run_1/layer_met1.png
Supply wires on this layer in grey.
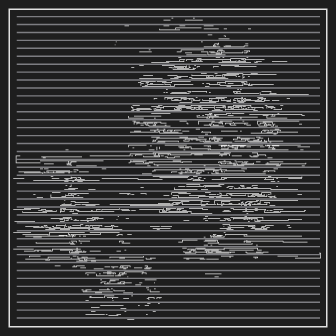
run_1/layer_met2.png
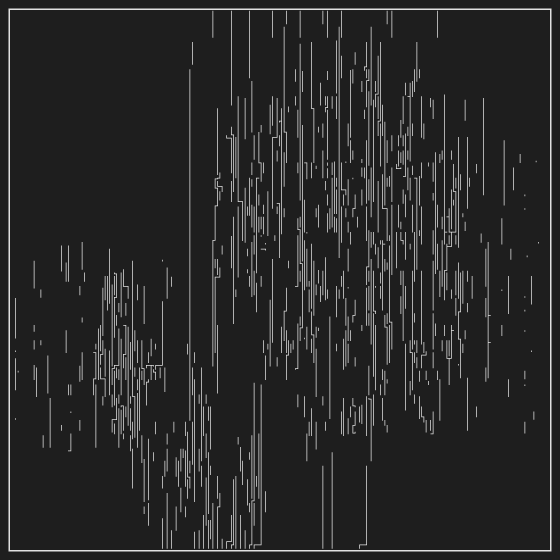
run_1/layer_met3.png
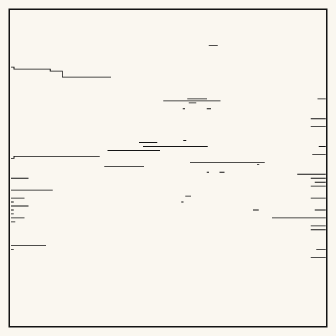
run_1/layer_met4.png
Bar = 20 µm. Supply wires on this layer in grey.
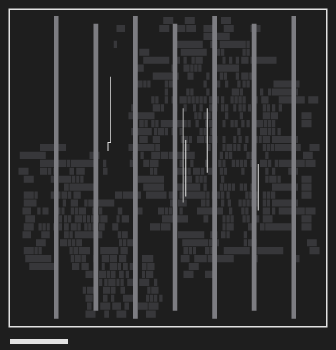
`src/rtl/multicycle_controller.sv`:
```
// Main FSM of the multi-cycle RV64I core: sequences fetch/decode/exec/mem/wb and drives datapath strobes.
// Strobes are combinational from state/opcode/zero/ack; state, trap flags, wait counter and retired count are registered.
module multicycle_controller #(
  parameter int MEM_TIMEOUT   = 16,
  parameter int INSTR_COUNT_W = 32
) (
  input  logic                     i_clk,
  input  logic                     i_reset,
  input  logic                     i_run,
  input  logic [31:0]              i_instruction,
  input  logic                     i_zero,
  output logic                     o_imem_req,
  input  logic                     i_imem_ack,
  output logic                     o_dmem_req,
  input  logic                     i_dmem_ack,
  output logic                     o_mem_write,
  output logic                     o_ir_write,
  output logic                     o_pc_write,
  output logic                     o_pc_branch,
  output logic                     o_alu_src_imm,
  output logic [1:0]               o_alu_op,
  output logic                     o_reg_write,
  output logic                     o_wb_sel,
  output logic [2:0]               o_state,
  output logic                     o_illegal_instr,
  output logic                     o_timeout,
  output logic [INSTR_COUNT_W-1:0] o_retired
);

  localparam logic [2:0] S_IDLE   = 3'd0;
  localparam logic [2:0] S_FETCH  = 3'd1;
  localparam logic [2:0] S_DECODE = 3'd2;
  localparam logic [2:0] S_EXEC   = 3'd3;
  localparam logic [2:0] S_MEM    = 3'd4;
  localparam logic [2:0] S_WB     = 3'd5;
  localparam logic [2:0] S_TRAP   = 3'd7;

  localparam logic [6:0] OP_R   = 7'b0110011;
  localparam logic [6:0] OP_I   = 7'b0010011;
  localparam logic [6:0] OP_LD  = 7'b0000011;
  localparam logic [6:0] OP_SD  = 7'b0100011;
  localparam logic [6:0] OP_BEQ = 7'b1100011;

  localparam int              CNT_W    = $clog2(MEM_TIMEOUT);
  localparam logic [CNT_W-1:0] CNT_LAST = CNT_W'(MEM_TIMEOUT - 1);

  logic [2:0]               r_state;
  logic [2:0]               w_next;
  logic [CNT_W-1:0]         r_wait_cnt;
  logic                     r_illegal;
  logic                     r_timeout;
  logic [INSTR_COUNT_W-1:0] r_retired;

  logic [6:0] w_op;
  logic       w_is_r, w_is_i, w_is_ld, w_is_sd, w_is_beq, w_legal;
  logic       w_waiting, w_ack, w_wait_last, w_retire;
  logic [2:0] w_boundary;
  logic       w_unused_instr;

  assign w_op           = i_instruction[6:0];
  assign w_unused_instr = ^i_instruction[31:7];
  assign w_is_r         = (w_op == OP_R);
  assign w_is_i         = (w_op == OP_I);
  assign w_is_ld        = (w_op == OP_LD);
  assign w_is_sd        = (w_op == OP_SD);
  assign w_is_beq       = (w_op == OP_BEQ);
  assign w_legal        = w_is_r | w_is_i | w_is_ld | w_is_sd | w_is_beq;

  // Only one request is ever outstanding, so a single counter covers both memories.
  assign w_waiting   = (r_state == S_FETCH) | (r_state == S_MEM);
  assign w_ack       = (r_state == S_FETCH) ? i_imem_ack : i_dmem_ack;
  assign w_wait_last = (r_wait_cnt == CNT_LAST);
  assign w_boundary  = i_run ? S_FETCH : S_IDLE;
  assign w_retire    = ((r_state == S_EXEC) & w_is_beq) |
                       ((r_state == S_MEM) & i_dmem_ack & w_is_sd) |
                       (r_state == S_WB);

  always_ff @(posedge i_clk or negedge i_reset) begin
    if (!i_reset) r_state <= S_IDLE;
    else          r_state <= w_next;
  end

  always_comb begin
    w_next = r_state;
    case (r_state)
      S_IDLE:   if (i_run) w_next = S_FETCH;
      S_FETCH: begin
        if (i_imem_ack)       w_next = S_DECODE;
        else if (w_wait_last) w_next = S_TRAP;
      end
      S_DECODE: w_next = w_legal ? S_EXEC : S_TRAP;
      S_EXEC: begin
        if (w_is_beq)                w_next = w_boundary;
        else if (w_is_ld || w_is_sd) w_next = S_MEM;
        else                         w_next = S_WB;
      end
      S_MEM: begin
        if (i_dmem_ack)       w_next = w_is_ld ? S_WB : w_boundary;
        else if (w_wait_last) w_next = S_TRAP;
      end
      S_WB:     w_next = w_boundary;
      S_TRAP:   w_next = S_TRAP;
      default:  w_next = S_IDLE;
    endcase
  end

  always_ff @(posedge i_clk or negedge i_reset) begin
    if (!i_reset) begin
      r_wait_cnt <= '0;
      r_illegal  <= 1'b0;
      r_timeout  <= 1'b0;
      r_retired  <= '0;
    end else begin
      if (w_waiting && !w_ack) r_wait_cnt <= r_wait_cnt + CNT_W'(1);
      else                     r_wait_cnt <= '0;
      if (r_state == S_DECODE && !w_legal)      r_illegal <= 1'b1;
      if (w_waiting && !w_ack && w_wait_last)   r_timeout <= 1'b1;
      if (w_retire) r_retired <= r_retired + INSTR_COUNT_W'(1);
    end
  end

  always_comb begin
    o_imem_req    = 1'b0;
    o_ir_write    = 1'b0;
    o_pc_write    = 1'b0;
    o_dmem_req    = 1'b0;
    o_mem_write   = 1'b0;
    o_pc_branch   = 1'b0;
    o_alu_src_imm = 1'b0;
    o_alu_op      = 2'b00;
    o_reg_write   = 1'b0;
    o_wb_sel      = 1'b0;
    case (r_state)
      S_FETCH: begin
        o_imem_req = 1'b1;
        o_ir_write = i_imem_ack;
        o_pc_write = i_imem_ack;
      end
      S_EXEC: begin
        if (w_is_r) begin
          o_alu_op = 2'b10;
        end else if (w_is_i) begin
          o_alu_src_imm = 1'b1;
          o_alu_op      = 2'b10;
        end else if (w_is_ld || w_is_sd) begin
          o_alu_src_imm = 1'b1;
        end else if (w_is_beq) begin
          o_alu_op    = 2'b01;
          o_pc_branch = i_zero;
        end
      end
      S_MEM: begin
        o_dmem_req    = 1'b1;
        o_mem_write   = w_is_sd;
        o_alu_src_imm = 1'b1;
      end
      S_WB: begin
        o_reg_write = 1'b1;
        o_wb_sel    = w_is_ld;
      end
      default: ;
    endcase
  end

  assign o_state         = r_state;
  assign o_illegal_instr = r_illegal;
  assign o_timeout       = r_timeout;
  assign o_retired       = r_retired;

endmodule

```
`config.mk`:
```
export PLATFORM = sky130hd
export DESIGN_NAME = multicycle_controller
export DESIGN_NICKNAME = d
export VERILOG_FILES = /design/src/rtl/multicycle_controller.sv
export SDC_FILE = /design/constraint.sdc
export NUM_CORES = 1
export LEC_CHECK = 0
export ABC_AREA = 1
export CAP_MARGIN = 15
export CORE_MARGIN = 2
export CORE_UTILIZATION = 25
export CTS_BUF_LIST = sky130_fd_sc_hd__clkbuf_2
export DETAILED_ROUTE_END_ITERATION = 6
export SYNTH_ARGS = -nofsm -noshare
export SYNTH_HDL_FRONTEND = slang
export SYNTH_SLANG_ARGS = --single-unit
```
`constraint.sdc`:
```
create_clock -name i_clk -period 2.3 [get_ports i_clk]
set_input_delay 0.46 -clock i_clk [delete_from_list [all_inputs] [get_ports i_clk]]
set_output_delay 0.46 -clock i_clk [all_outputs]
set_load 0.01 [all_outputs]
```
==> results_slide.txt, run 1 <==
Physical Implementation Snapshot

Run status
  • Outcome: completed

Finish
  • Layout net count: 541
  • Most used logic cell in the final layout: nand2_1
  • # fillers: 1202
  • MI comb area: 1500 µm²
  • Top Layout Cells: nand2_1, nor2_1, clkdlybuf4s50_1
  • Synthesis-to-finish area growth: 37.1%
  • Antenna fix cells: 0
  • Share of cells above drive strength 1: 11.0%
  • Register area: 1030 µm²

Clock network
  • Clock tree buffer depth: 2
  • CTS sink cnt: 41
  • Clock transition at path regs: 0.24 ns
  • Clock Latency Late Sink: ~0.42 ns
  • Clk root buf: clkbuf_2
  • Cts bufs inserted: 5
  • CTS tree: yes
  • Number of H-tree levels: 2

Global route
  • First-pass GRT wire length: ~13000 µm
  • Gr ovfl total: 0
  • Initial antenna violation count: 0
  • Number of global-route vias before repair: between 2000 and 3000
  • Largest net degree at the start of global routing: 27
  • GR Util All Layers: 13.3%

Synth
  • Post-Synthesis Cells: 414
  • Dominant register cell: dfrtp_1
  • EDFF count, synth: 0
  • Asr flop ratio synth: 100%
  • Register area share after synthesis: 37.7%
  • Mapped Area: 2720 µm²
  • YS chip area: roughly 2700 µm²
  • Mapped Nets: 454
  • Distinct lib cells used: 25
  • Mean cell area of the mapped netlist: 6.57 µm²
  • Ys Warns: 0
  • # Cells Yosys: 414
  • Synth flops: 41

Timing
  • Crit path time final: 2.14 ns
  • Final WS setup: 0.160 ns
  • RSZ-0062 raised after global routing: no
  • Cycle use final: just over 90%
  • Final setup viols: 0
  • Slew HR: 59.5%
  • Final tally of hold violations: 0
  • Final TNS setup: 0 ns
  • Setup Skew: roughly 0.037 ns
  • Fmax: ~0.47 GHz
  • Slew of the pin with the lowest slew margin: 0.607 ns
  • Worst hold slack: 0.484 ns
  • Final Max Slew Viols: 0

Place
  • Post-DP HPWL: 5720 µm
  • Setup WS pre-CTS: -0.250 ns
  • Count of input and output buffers: 60
  • Placer's final routability congestion estimate: 0.852

Floorplanning
  • Chip area: 11700 µm²
  • Die y size: 108 µm
  • Rows: 38
  • Initial Util: 25.3%
  • CORE AREA: 10700 µm²
  • IO Pins: ~86
  • Die width: 108 µm

Routing
  • Drt drc: 0
  • WL per Instance: 11.4 µm
  • DR pass1 iterations: 4
  • Antenna-violating nets left: 0
  • Initial DRC Count: 113
  • Post-DR vias/cell: ~4.4

Power
  • VDD IR max: 0.000371 V
  • P_leak: 1.79 nW
  • Overall Power: 2.14 mW
  • P per Cell Area: 573 nW/µm²

Critical path
  • WS Path Type: input port to output pin
  • Worst path cell trace: clkdlybuf4s50_1 -> inv_2 -> nand2_1 -> nor2_1 -> buf_4 -> nand3_4 -> inv_1 -> dlygate4sd2_1
  • CP endpoint kind: output pin
  • Crit path largest cell delay: 0.46 ns
  • Slowest-stage cell, CP: clkdlybuf4s50_1
  • Maximum net fanout on the critical path: 3
  • Nature of the critical path startpoint: input port
  • Data arrival, critical path: 1.68 ns
  • Req. time, crit path: 1.84 ns

Run
  • Count of tool warnings: 51
  • Reported max-cap violation count: 0

Worst hold path
  • Worst min-delay path category: register to register
## Picture notes: layer_met1.png
main direction: horizontal
wire length on this layer: 3340 µm
share of all routed wire: 46%
nets with wire on the layer: 459
longest straight run: 27.6 µm
total routed wirelength: 7310 µm
Vias: 2844
met1 usage: 16.3%

## Picture notes: layer_met2.png
longest straight run: 70.4 µm
nets with wire on the layer: 411
main direction: vertical
met2 Track Usage GR: 23.8%

## Picture notes: layer_met3.png
main direction: horizontal
nets with wire on the layer: 40
longest straight run: 29.2 µm
share of all routed wire: 4.5%
wire length on this layer: 326 µm
Global Route met3 Usage: 2.65%

## Picture notes: layer_met4.png
share of all routed wire: 1.6%
longest straight run: 32.0 µm
main direction: vertical
nets with wire on the layer: 5

run 1: metrics by stage:
step	cells	utilization, %	cell area, µm²
after floorplan	414	-	2720
after global placement	626	33.8	3630
after detailed placement	626	33.8	3630
after CTS	642	34.8	3740
after global routing	642	34.7	3730
final	642	34.7	3730
run 1: report_power, final:
part / total [mW] / switching (mW) / leakage (nW) / internal, mW
Combinational: 0.920 / 0.478 / 1.20 / 0.442
Clock: 0.334 / 0.262 / 0.0284 / 0.0725
Sequential: 0.883 / 0.0861 / 0.554 / 0.797
run 1: kinds of logic after synthesis:
family / Yosys count / synth area share, %
AOI/OAI and AO/OA: 13 / 2.71
xor gates and xnor gates: 9 / 2.90
adders and majority gates: 2 / 0.919
buffers and inverters: 51 / 7.95
DFF: 41 / 37.7
and+or+nand+nor: 298 / 47.8
run 1: layer usage:
layer  part of all wire [%]  global-route usage (%)
met4                    1.6                    3.48
met1                     46                    16.3
met3                    4.4                    2.65
met2                     48                    23.8
met5                      0                       0
run 1: state kept, by name, indices dropped and copies added (netlist names):
register / count
o_illegal_instr: 1
o_retired: 32
o_state: 3
o_timeout: 1
r_wait_cnt: 4
run 1: cell usage after synthesis, drive strengths merged (2+ instances only):
cell type	count	area [µm²]
nand3	14	95.1
nor3	5	25.0
nand3b	20	150
xor2	9	78.8
buf	7	51.3
nand4	16	100
nand2	173	654
clkbuf	3	11.3
inv	41	154
ha	2	25.0
nor2	69	269
dfrtp	41	1030
o21ai	9	45.0
run 1: critical path: cells and delay by family:
kind          cells  cell delay (ns)
buf+inv           5             0.98
simple gates      3             0.24
run 1: cell type report:
class                           instances  share of cell area (%)
Clock buffer                            5                   0.671
Clock inverter                          3                   0.436
Inverter                               41                    4.12
Multi-Input combinational cell        322                    40.1
Sequential cell                        41                    27.6
Tap cell                              140                    4.69
Timing Repair Buffer                   90                    22.4
run 1: worst paths after layout:
kind / startpoint / end / slack, ns / cells after the start
setup / recovery: i_instruction[4] / o_alu_op[0] / 0.16 / 8
hold / removal: r_wait_cnt[0] / r_wait_cnt[0] / 0.48 / 1
setup reg to reg: o_retired[0] / o_retired[22] / 0.58 / 8
hold reg to reg: r_wait_cnt[0] / r_wait_cnt[0] / 0.48 / 1
max in group asynchronous: i_reset / o_retired[30] / 1.15 / 3
min in group asynchronous: i_reset / o_retired[3] / 0.54 / 2
run 1: timing repair:
item                       in CTS  in global routing
setup endpoints to repair      11                  5
pin swaps                       1                  0
buffers inserted                7                  0
resized                        17                 10
hold buffers                    1                  0
hold endpoints to repair       10                  0
==> inputs of run 2 (changes only) <==
--- a/config.mk
+++ b/config.mk
@@ -6,7 +6,7 @@
 export NUM_CORES = 1
 export LEC_CHECK = 0
 export ABC_AREA = 1
-export CAP_MARGIN = 15
+export CAP_MARGIN = 20
 export CORE_MARGIN = 2
 export CORE_UTILIZATION = 25
 export CTS_BUF_LIST = sky130_fd_sc_hd__clkbuf_2
run_2/layer_met2.png
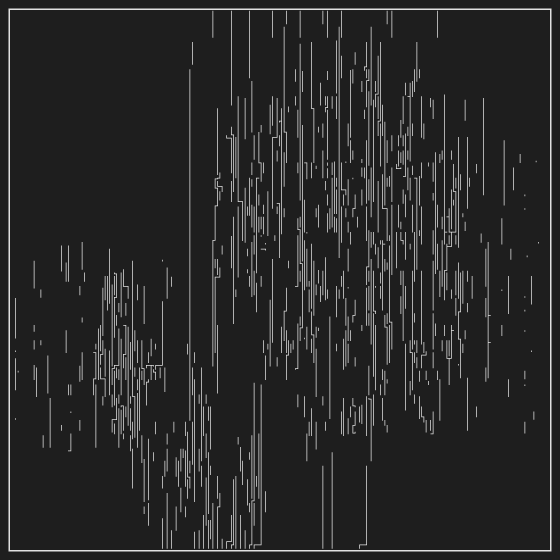
longest straight run: 70.4 µm
nets with wire on the layer: 411

run_2/clocks.png
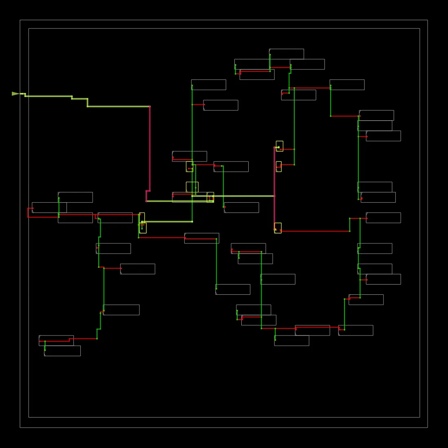
Flops: 41
clk pwr: 0.334 mW
clkbuf count: 5
CTS sink cnt: 41
Setup Skew: 0.0370 ns

run_2/layer_met3.png
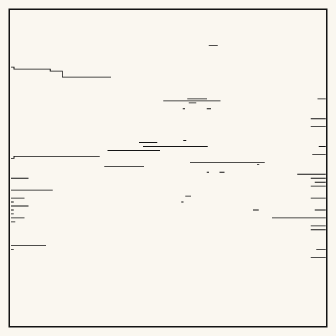
wire length on this layer: 326 µm
share of all routed wire: 4.5%
main direction: horizontal
nets with wire on the layer: 40

==> results_slide.txt, run 2 <==
Physical Implementation Snapshot

Run status
  • Outcome: completed

Critical path
  • Reg-to-reg slack, setup: 0.58 ns (about the same)
  • WS Path Type: input port to output pin
  • Maximum net fanout on the critical path: 3 (unchanged)
  • Nature of the critical path startpoint: input port
  • CP endpoint kind: output pin
  • Req. time, crit path: 1.84 ns (about the same)
  • Data arrival, critical path: 1.68 ns (about the same)

Finish
  • Share of cells above drive strength 1: 11.0% (unchanged)
  • # fillers: 1202 (unchanged)
  • Number of flip-flops under the largest register name: 32 (unchanged)
  • Top Layout Cells: nand2_1, nor2_1, clkdlybuf4s50_1
  • Post-route cell area: 3730 µm² (unchanged)
  • Layout Cells excl Fill: 642 (unchanged)
  • Layout net count: 541 (unchanged)
  • Antenna fix cells: 0 (unchanged)
  • Synthesis-to-finish area growth: 37.1% (unchanged)
  • Most used logic cell in the final layout: nand2_1
  • Fin util: 34.7% (unchanged)

Routing
  • Post-DR vias/cell: 4.43 (unchanged)
  • Initial DRC Count: 113 (unchanged)
  • Drt drc: 0 (unchanged)
  • Total routed wirelength: 7310 µm (unchanged)
  • WL per Instance: 11.4 µm (unchanged)
  • Vias: 2844 (unchanged)
  • DR pass1 iterations: 4 (unchanged)
  • Antenna-violating nets left: 0 (unchanged)

Floorplanning
  • IO Pins: 86 (unchanged)
  • Die y size: 108 µm (unchanged)
  • Chip area: 11700 µm² (unchanged)
  • CORE AREA: 10700 µm² (unchanged)
  • Die width: 108 µm (unchanged)
  • Initial Util: 25.3% (unchanged)
  • Rows: 38 (unchanged)

Clock network
  • Clock transition at path regs: 0.24 ns (about the same)
  • Number of H-tree levels: 2 (unchanged)
  • Clock Latency Late Sink: 0.42 ns (about the same)
  • Clock tree buffer depth: 2 (unchanged)
  • Cts bufs inserted: 5 (unchanged)
  • Clk root buf: clkbuf_2
  • CTS tree: yes

Timing
  • Final tally of hold violations: 0 (unchanged)
  • Final setup viols: 0 (unchanged)
  • Crit path time final: 2.14 ns (unchanged)
  • Cycle use final: 93.0% (unchanged)
  • Slew HR: 59.5% (unchanged)
  • Final Max Slew Viols: 0 (unchanged)
  • Fmax: 0.467 GHz (unchanged)
  • RSZ-0062 raised after global routing: no
  • Slew of the pin with the lowest slew margin: 0.607 ns (unchanged)

Synth
  • Top cell area share: 37.7% (unchanged)
  • Mean cell area of the mapped netlist: 6.57 µm² (unchanged)
  • Post-synth top area cell: dfrtp_1
  • Post-Synthesis Cells: 414 (unchanged)
  • Asr flop ratio synth: 100% (unchanged)
  • Count leader, synth: nand2_1
  • Distinct lib cells used: 25 (unchanged)
  • EDFF count, synth: 0 (unchanged)
  • Register area share after synthesis: 37.7% (unchanged)
  • Ys Warns: 0 (unchanged)
  • Mapped Nets: 454 (unchanged)
  • Dominant register cell: dfrtp_1
  • Commonest cells post-synth: nand2_1, nor2_1, dfrtp_1, inv_1, nand3b_1
  • Synth flops: 41 (unchanged)
  • Mapped Area: 2720 µm² (unchanged)
  • Ranking of synthesized cells by area: dfrtp_1, nand2_1, nor2_1, nand3b_1, inv_1
  • YS chip area: 2720 µm² (unchanged)
  • # Cells Yosys: 414 (unchanged)

Global route
  • Number of global-route vias before repair: 2796 (unchanged)
  • First-pass GRT wire length: 12600 µm (unchanged)
  • Initial antenna violation count: 0 (unchanged)
  • Gr ovfl total: 0 (unchanged)
  • GR Util All Layers: 13.3% (unchanged)
  • Largest net degree at the start of global routing: 27 (unchanged)

Power
  • P_leak: 1.79 nW (unchanged)
  • P per Cell Area: 573 nW/µm² (unchanged)
  • VDD IR max: 0.000371 V (unchanged)

Place
  • Placed cells: 626 (unchanged)
  • Count of input and output buffers: 60 (unchanged)
  • Post-DP HPWL: 5720 µm (unchanged)
  • Placer's final routability congestion estimate: 0.852 (unchanged)
  • DP Area: 3630 µm² (unchanged)

Worst hold path
  • Worst min-delay path category: register to register

Run
  • Count of tool warnings: 51 (unchanged)
  • Reported max-cap violation count: 0 (unchanged)
## run 2: cell counts after synthesis
No cell type changed its count.
## run 2: cell families after synthesis
group           count (synthesis)  synth area share [%]
compound gates                 13                  2.71
xor+xnor                        9                  2.90
fa+ha+maj                       2                 0.919
buf+inv                        51                  7.95
flops                          41                  37.7
simple gates                  298                  47.8
## run 2: critical path, stage by stage
cell             delay [ns]
clkdlybuf4s50_1        0.46
inv_2                  0.08
nand2_1                0.04
nor2_1                 0.12
buf_4                  0.14
nand3_4                0.08
inv_1                  0.05
dlygate4sd2_1          0.25
## run 2: power breakdown
part	internal, mW	switching [mW]
clock network	0.0725	0.262
registers	0.797	0.0861
logic	0.442	0.478
total	1.31	0.825
## run 2: final timing paths
kind                                  startpoint            end  cells after the start
worst max-delay path            i_instruction[4]    o_alu_op[0]                      8
worst min-delay path               r_wait_cnt[0]  r_wait_cnt[0]                      1
worst max register to register      o_retired[0]  o_retired[22]                      8
worst min register to register     r_wait_cnt[0]  r_wait_cnt[0]                      1
max in group asynchronous                i_reset  o_retired[30]                      3
min in group asynchronous                i_reset   o_retired[3]                      2
## run 2: cell type report
type,count,area [µm²],area share (%)
sequential,41,1030,27.6
timing repair buffer,90,836,22.4
inverter,41,154,4.12
clock buffer,5,25.0,0.671
clock inverter,3,16.3,0.436
multi-input combinational,322,1500,40.1
tap,140,175,4.69
## run 2: through the flow
stage	hold WS, ns	setup WS, ns	setup TNS (ns)	power [mW]
after detailed placement	0.450	-0.250	-1.21	1.74
after global routing	0.519	0.0184	0	2.32
after CTS	0.484	0.00877	0	2.17
after global placement	0.448	-0.242	-1.21	1.72
final	0.484	0.160	0	2.14
after floorplan	0.164	0.502	0	1.36
## run 2: what timing repair did
action,in CTS,in global routing
pin swaps,1,0
setup buffers,7,0
hold buffers,1,0
endpoints found under the setup margin,11,5
endpoints found under the hold margin,10,0
resized,17,10
## run 2: routing by layer
layer  GRT usage (%)  part of all wire (%)  vias to the layer above
met1            16.3                    46                     1307
met4            3.48                   1.6                        0
met2            23.8                    48                       57
li1                -                     -                     1469
met5               0                     0                        -
met3            2.65                   4.4                       11
run_2/layer_met1.png
Supply wires on this layer in grey.
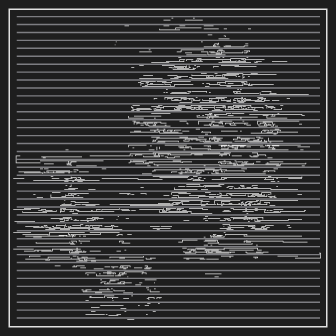

==> inputs of run 3 (changes only) <==
--- a/config.mk
+++ b/config.mk
@@ -8,9 +8,10 @@
 export ABC_AREA = 1
 export CAP_MARGIN = 20
 export CORE_MARGIN = 2
-export CORE_UTILIZATION = 25
+export CORE_UTILIZATION = 40
 export CTS_BUF_LIST = sky130_fd_sc_hd__clkbuf_2
 export DETAILED_ROUTE_END_ITERATION = 6
+export PLACE_DENSITY = 0.71
 export SYNTH_ARGS = -nofsm -noshare
 export SYNTH_HDL_FRONTEND = slang
 export SYNTH_SLANG_ARGS = --single-unit
run_3/layer_met1.png
Supply wires on this layer in grey.
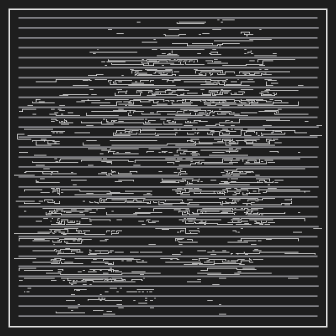
share of all routed wire: 46%
main direction: horizontal
longest straight run: 20.2 µm
wire length on this layer: 3140 µm
nets with wire on the layer: 463
Vias: 2773
met1 usage: 25.5%
total routed wirelength: 6850 µm

run_3/clocks.png
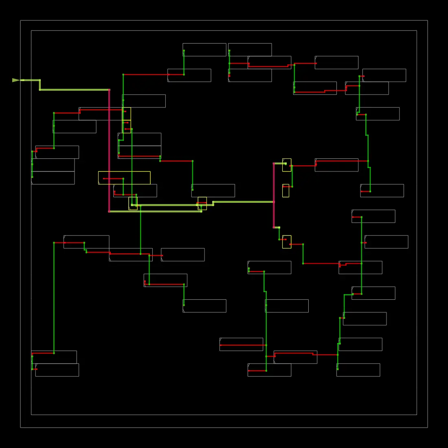
cts bufs inserted: 5
Clock Latency Late Sink: 0.39 ns
Setup Skew: 0.0146 ns
clk pwr: 0.424 mW

==> results_slide.txt, run 3 <==
Physical Implementation Snapshot

Timing
  • Fmax: 0.459 GHz (-1.8%)
  • Slew of the pin with the lowest slew margin: 0.632 ns (+0.0241 ns)
  • Final Max Slew Viols: 0 (unchanged)
  • RSZ-0062 raised after global routing: yes
  • Crit path time final: 2.18 ns (+0.0395 ns)
  • Final setup viols: 0 (unchanged)
  • Cycle use final: 94.8% (+1.7 points)
  • Final TNS setup: 0 ns (unchanged)

Finish
  • Number of flip-flops under the largest register name: 32 (unchanged)
  • # fillers: 644 (-46%)
  • Layout net count: 534 (-1.3%)
  • MI comb area: 1500 µm² (+0.17%)
  • Most used logic cell in the final layout: nand2_1
  • Register area: 1030 µm² (unchanged)
  • Antenna fix cells: 0 (unchanged)
  • Top Layout Cells: nand2_1, nor2_1, clkdlybuf4s50_1
  • Share of cells above drive strength 1: 9.49% (-1.5 points)

Clock network
  • Clock tree buffer depth: 2 (unchanged)
  • CTS tree: yes
  • Number of H-tree levels: 2 (unchanged)
  • CTS sink cnt: 41 (unchanged)
  • Clk root buf: clkbuf_2

Synth
  • Synth flops: 41 (unchanged)
  • Post-Synthesis Cells: 414 (unchanged)
  • Asr flop ratio synth: 100% (unchanged)
  • Post-synth top area cell: dfrtp_1
  • Ys Warns: 0 (unchanged)
  • Mapped Area: 2720 µm² (unchanged)
  • Mean cell area of the mapped netlist: 6.57 µm² (unchanged)
  • YS chip area: 2720 µm² (unchanged)
  • Mapped Nets: 454 (unchanged)
  • Register area share after synthesis: 37.7% (unchanged)
  • Ranking of synthesized cells by area: dfrtp_1, nand2_1, nor2_1, nand3b_1, inv_1
  • Commonest cells post-synth: nand2_1, nor2_1, dfrtp_1, inv_1, nand3b_1
  • EDFF count, synth: 0 (unchanged)

Global route
  • Number of global-route vias before repair: 2659 (-4.9%)
  • Gr ovfl total: 0 (unchanged)
  • Global Route met3 Usage: 4.48% (+1.8 points)
  • Largest net degree at the start of global routing: 28 (+3.7%)
  • Grt peak-use layer: met2

Critical path
  • Req. time, crit path: 1.84 ns (about the same)
  • CP endpoint kind: output pin
  • WS Path Type: register to output pin
  • Nature of the critical path startpoint: register
  • Maximum net fanout on the critical path: 4 (+1)
  • Data arrival, critical path: 1.72 ns (+0.04 ns)
  • Reg-to-reg slack, setup: 0.54 ns (-0.04 ns)

Power
  • Clock Power Share: 19.6% (+4.0 points)
  • P per Cell Area: 593 nW/µm² (+3.5%)
  • VDD IR max: 0.000449 V (+21%)
  • Switching power: 0.782 mW (-5.2%)
  • Int Power: 1.37 mW (+4.8%)
  • Switching Share: 36.3% (-2.3 points)
  • Overall Power: 2.16 mW (+0.94%)
  • P_leak: 1.76 nW (-1.4%)

Run
  • Reported max-cap violation count: 0 (unchanged)

Floorplanning
  • Die width: 86.5 µm (-20%)
  • Rows: 30 (-21%)
  • Chip area: 7480 µm² (-36%)
  • Initial Util: 40.7% (+15 points)
  • Die y size: 86.5 µm (-20%)
  • IO Pins: 86 (unchanged)

Run status
  • Outcome: completed

Routing
  • DR pass1 iterations: 4 (unchanged)
  • WL per Instance: 11.9 µm (+4.7%)
  • Antenna-violating nets left: 0 (unchanged)

Place
  • Setup WS pre-CTS: -0.261 ns (-0.0107 ns)
  • Count of input and output buffers: 60 (unchanged)

Worst hold path
  • Worst min-delay path category: input port to asynchronous set/reset pin
run_3/metal_density.png
Bar = 20 µm. 17 x 17 tiles, from dark purple (low) to yellow (high), scaled to the fullest tile. Values are wire area over tile area, all layers added.
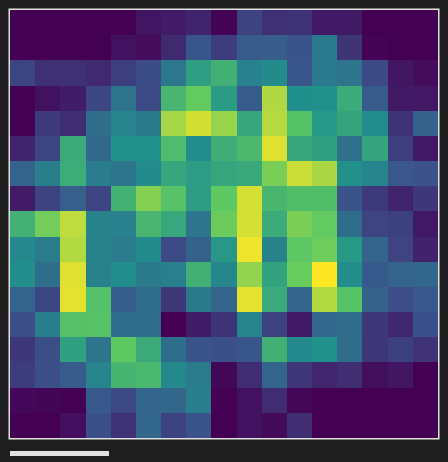
densest ninth of the die: centre
tiles over half the peak: 27%
nearly empty tiles: 13%
mean over tiles: 0.15
fullest tile: 0.41

run 3: cell families after synthesis:
family,Yosys count,share of synthesized area (%)
flip-flops,41,37.7
adder cells (fa/ha/maj),2,0.919
AND-OR/OR-AND,13,2.71
buffers and inverters,51,7.95
XOR/XNOR,9,2.90
AND/OR/NAND/NOR,298,47.8
run 3: power by group through the flow:
stage                     combinational [mW]  clock (mW)  sequential [mW]
after CTS                              0.846       0.439            0.887
after floorplan                        0.462           0            0.900
after detailed placement               0.818           0            0.905
after global routing                   0.944       0.472            0.904
after global placement                 0.802           0            0.903
final                                  0.844       0.424            0.889
run 3: worst max-delay path: stages (launching register included):
cell and delay (ns):
dfrtp_1 0.47, nor2_2 0.16, nand2_2 0.11, inv_1 0.08, clkdlybuf4s50_1 0.53
run 3: timing repair:
| action | in CTS | in global routing |
|---|---|---|
| setup endpoints to repair | 9 | 2 |
| buffers inserted | 2 | 0 |
| gates resized | 17 | 2 |
| hold buffers | 0 | 0 |
| pin swaps | 0 | 0 |
run 3: per-layer routing:
metal  part of all wire [%]  up-vias
met2                     48       62
met5                      0        -
li1                       -     1453
met3                    5.4        9
met1                     46     1249
met4                    1.2        0
run 3: cell type report:
type                       count  share of cell area [%]
multi-input combinational    322                    41.2
timing repair buffer          83                    21.8
clock buffer                   6                   0.825
inverter                      41                    4.23
sequential                    41                    28.3
tap                           80                    2.75
clock inverter                 2                   0.928
run 3: worst paths after layout:
kind | from | endpoint | cells past startpoint
min in group i_clk | r_wait_cnt[0] | r_wait_cnt[0] | 1
max in group asynchronous | i_reset | o_retired[30] | 2
min | i_reset | o_retired[6] | 1
max | o_state[0] | o_dmem_req | 4
min reg2reg | r_wait_cnt[0] | r_wait_cnt[0] | 1
max reg2reg | o_retired[0] | o_retired[22] | 8
run 3: metrics by stage:
step | util [%] | std cells | instance area [µm²]
after floorplan | - | 414 | 2720
after global placement | 53.1 | 565 | 3550
after detailed placement | 53.1 | 565 | 3550
after CTS | 54.4 | 575 | 3630
after global routing | 54.5 | 575 | 3640
final | 54.5 | 575 | 3640
Power figures rest on the tool's default switching activity, not on a simulated workload.
